**src/rtl/uart_pkg.sv**
```systemverilog
// Shared constants and drain-FSM state encoding for the UART transmit path.
// Latency: none (declarations only).
// Backpressure: not applicable.
package uart_pkg;

    localparam int          BYTE_W   = 8;
    localparam logic [7:0]  ASCII_CR = 8'h0D;
    localparam logic [7:0]  ASCII_LF = 8'h0A;

    typedef enum logic [1:0] {
        IDLE = 2'd0,
        HOLD = 2'd1,
        WAIT = 2'd2
    } drain_state_t;

endpackage

```
**src/rtl/sync_fifo.sv**
```systemverilog
// Generic single-clock FIFO; read data is the head entry, shown combinationally.
// Latency: a push is visible at the head (and in count) on the edge after it is sampled.
// Backpressure: pushes while full and pops while empty are ignored internally.
module sync_fifo #(
    parameter int WIDTH = 8,
    parameter int DEPTH = 16
) (
    input  logic                     clk,
    input  logic                     RST,
    input  logic                     push,
    input  logic [WIDTH-1:0]         wr_data,
    input  logic                     pop,
    output logic [WIDTH-1:0]         rd_data,
    output logic                     full,
    output logic                     empty,
    output logic [$clog2(DEPTH):0]   count
);

    localparam int AW = $clog2(DEPTH);
    localparam int CW = AW + 1;

    logic [WIDTH-1:0] mem [DEPTH];
    logic [AW-1:0]    wr_ptr;
    logic [AW-1:0]    rd_ptr;
    logic             do_push;
    logic             do_pop;

    assign full    = (count == CW'(DEPTH));
    assign empty   = (count == '0);
    assign do_push = push && !full;
    assign do_pop  = pop && !empty;
    assign rd_data = mem[rd_ptr];

    // Storage write; contents need no reset because count gates every read.
    always_ff @(posedge clk) begin
        if (do_push) begin
            mem[wr_ptr] <= wr_data;
        end
    end

    // Pointers wrap naturally because DEPTH is a power of two.
    always_ff @(posedge clk) begin
        if (RST) begin
            wr_ptr <= '0;
            rd_ptr <= '0;
        end else begin
            if (do_push) wr_ptr <= wr_ptr + AW'(1);
            if (do_pop)  rd_ptr <= rd_ptr + AW'(1);
        end
    end

    // Occupancy: simultaneous push and pop leave it unchanged.
    always_ff @(posedge clk) begin
        if (RST) begin
            count <= '0;
        end else begin
            case ({do_push, do_pop})
                2'b10:   count <= count + CW'(1);
                2'b01:   count <= count - CW'(1);
                default: count <= count;
            endcase
        end
    end

endmodule

```
**src/rtl/uart_tx_queue.sv**
```systemverilog
// Byte queue feeding UartTx; optional LF -> CR,LF expansion under UART_TX_QUEUE_CRLF_EN.
// Latency: byte pushed at edge e0 is on tx_din with tx_enable at e1 when tx_ready is high.
// Backpressure: in_ready = !full; a byte offered while full is dropped and flags overflow.
module uart_tx_queue
    import uart_pkg::*;
#(
    parameter  int DEPTH = 16,
    localparam int CW    = $clog2(DEPTH) + 1
) (
    input  logic              clk,
    input  logic              RST,
    input  logic [BYTE_W-1:0] in_data,
    input  logic              in_valid,
    output logic              in_ready,
    input  logic              clr_overflow,
    output logic [BYTE_W-1:0] tx_din,
    output logic              tx_enable,
    input  logic              tx_ready,
    output logic [CW-1:0]     count,
    output logic              empty,
    output logic              full,
    output logic              overflow
);

    drain_state_t      state;
    drain_state_t      state_nxt;
    logic              push;
    logic              pop;
    logic              load;
    logic [BYTE_W-1:0] load_dat;
    logic [BYTE_W-1:0] head_dat;
`ifdef UART_TX_QUEUE_CRLF_EN
    logic              cr_sent;
    logic              cr_sent_nxt;
`endif

    // No bypass: in_ready depends only on the registered count.
    assign in_ready = !full;
    assign push     = in_valid && in_ready;

    sync_fifo #(
        .WIDTH (BYTE_W),
        .DEPTH (DEPTH)
    ) u_fifo (
        .clk     (clk),
        .RST     (RST),
        .push    (push),
        .wr_data (in_data),
        .pop     (pop),
        .rd_data (head_dat),
        .full    (full),
        .empty   (empty),
        .count   (count)
    );

    // Drain decision: load the head when UartTx is ready, then wait out its busy period.
    always_comb begin
        state_nxt = state;
        load      = 1'b0;
        pop       = 1'b0;
        load_dat  = head_dat;
`ifdef UART_TX_QUEUE_CRLF_EN
        cr_sent_nxt = cr_sent;
`endif
        case (state)
            IDLE: begin
                if (!empty && tx_ready) begin
                    load      = 1'b1;
                    state_nxt = HOLD;
`ifdef UART_TX_QUEUE_CRLF_EN
                    // An LF at the head is preceded by a CR; the LF stays queued until then.
                    if (head_dat == ASCII_LF && !cr_sent) begin
                        load_dat    = ASCII_CR;
                        cr_sent_nxt = 1'b1;
                    end else begin
                        pop         = 1'b1;
                        cr_sent_nxt = 1'b0;
                    end
`else
                    pop = 1'b1;
`endif
                end
            end
            // UartTx lowers ready one cycle after sampling enable; skip that cycle.
            HOLD:    state_nxt = WAIT;
            WAIT:    if (tx_ready) state_nxt = IDLE;
            default: state_nxt = IDLE;
        endcase
    end

    // Drain state register.
    always_ff @(posedge clk) begin
        if (RST) begin
            state <= IDLE;
`ifdef UART_TX_QUEUE_CRLF_EN
            cr_sent <= 1'b0;
`endif
        end else begin
            state <= state_nxt;
`ifdef UART_TX_QUEUE_CRLF_EN
            cr_sent <= cr_sent_nxt;
`endif
        end
    end

    // Registered UartTx drive: enable is a one-cycle pulse, data held until the next load.
    always_ff @(posedge clk) begin
        if (RST) begin
            tx_enable <= 1'b0;
            tx_din    <= '0;
        end else begin
            tx_enable <= load;
            if (load) tx_din <= load_dat;
        end
    end

    // Sticky overflow; a new drop in the same cycle as a clear keeps it set.
    always_ff @(posedge clk) begin
        if (RST) begin
            overflow <= 1'b0;
        end else if (in_valid && full) begin
            overflow <= 1'b1;
        end else if (clr_overflow) begin
            overflow <= 1'b0;
        end
    end

endmodule

```
**config.mk**
```make
export PLATFORM = sky130hd
export DESIGN_NAME = uart_tx_queue
export DESIGN_NICKNAME = d
export VERILOG_FILES = /design/src/rtl/uart_pkg.sv /design/src/rtl/sync_fifo.sv /design/src/rtl/uart_tx_queue.sv
export SDC_FILE = /design/constraint.sdc
export NUM_CORES = 1
export LEC_CHECK = 0
export CORE_MARGIN = 2
export CORE_UTILIZATION = 56
export CTS_BUF_LIST = sky130_fd_sc_hd__clkbuf_8
export DETAILED_ROUTE_END_ITERATION = 8
export HOLD_SLACK_MARGIN = 0.12
export PLACE_DENSITY = 0.78
export SLEW_MARGIN = 20
export SYNTH_ARGS = -nofsm -noshare
export SYNTH_HDL_FRONTEND = slang
export SYNTH_SLANG_ARGS = --single-unit
export TNS_END_PERCENT = 30
```
**constraint.sdc**
```tcl
create_clock -name clk -period 3.39 [get_ports clk]
set_clock_uncertainty 0.15 [all_clocks]
set_input_delay 0.678 -clock clk [delete_from_list [all_inputs] [get_ports clk]]
set_output_delay 0.678 -clock clk [all_outputs]
set_load 0.03 [all_outputs]
```
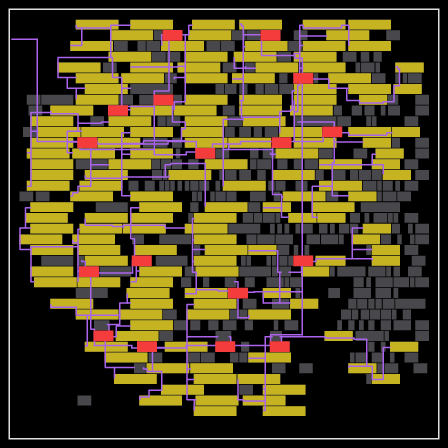
clock_map.png
[cells driving clock nets] red | count: 17
[clock wires] purple | length: 1540 µm
[flip-flops] yellow | count: 153
routed clock nets: 18
worst-skew pair later-pin latency: 0.44 ns
clock network fraction of design power: 28.2%
P_clk: 0.00137 W

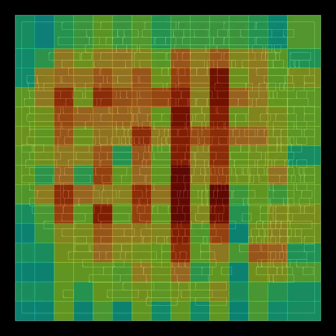
final_congestion.png
grt met3 use: 6.63%
global route hottest layer: met2
utilization of the core after routing: 65.9%
total routing resource utilization after global routing: 22.1%

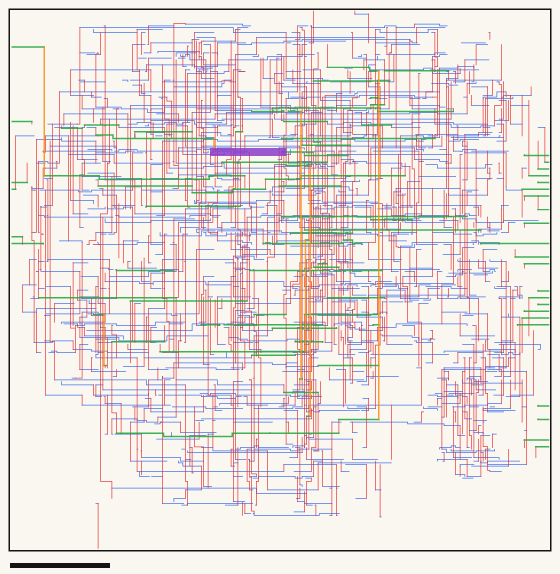
metal_stack.png
Scale bar: 20 µm.
[met5] purple | wire length: 13.8 µm
[met2] red | wire length: 5790 µm
[met4] orange | wire length: 235 µm
[met1] blue | wire length: 5000 µm
[met3] green | wire length: 895 µm
wire length per cell: 20.3 µm
routed vias: 3433
final WL: 11900 µm

==> flow_summary_export.csv <==
group,metric,value,unit
synthesis,synth_top_cell_by_area,"sky130_fd_sc_hd__edfxtp_1",
run_status,run_status,"completed",
sta,max_freq,0.317,GHz
synthesis,yosysTopAreaCellShare,63.0,%
route,routed_via_density,5.83,
power,switchingPower,0.00150,W
clocking,cts_bufs_inserted,17,
power,power.group.top,"registers",
synthesis,synthDistinctLibCells,37,
route,met1_wire_length,5000,µm
job,drv_cap,0,
placed_design,portBuffers,30,
floorplanning,fp_util,56.8,%
floorplanning,taps,140,
cells_and_area,clock_buffer_count,17,
worst_hold_path,hold_class,"reg2reg",
synthesis,area_contributors_post_synth,"sky130_fd_sc_hd__edfxtp_1, sky130_fd_sc_hd__dfxtp_1, sky130_fd_sc_hd__mux2i_1, sky130_fd_sc_hd__mux4_2, sky130_fd_sc_hd__nor2_1",
setup_path,crit_path_max_incr_delay,0.48,ns
sta,setup_viol,0,
setup_path,cpMaxStageDelayCell,"sky130_fd_sc_hd__clkdlybuf4s50_1",
synthesis,synth.area.mux_share,11.6,%
synthesis,synth_nets,405,
setup_path,critical_path_depth,11,
route,met3RoutedLength,895,µm
sta,timing.slew.headroom,43.8,%
power,p_sw_share,30.8,%
synthesis,syn-cell-area,0.00611,mm²
route,detail_route.drc_violations,0,
sta,period_used_share,93.2,%
Power and IR drop assume default switching activity.
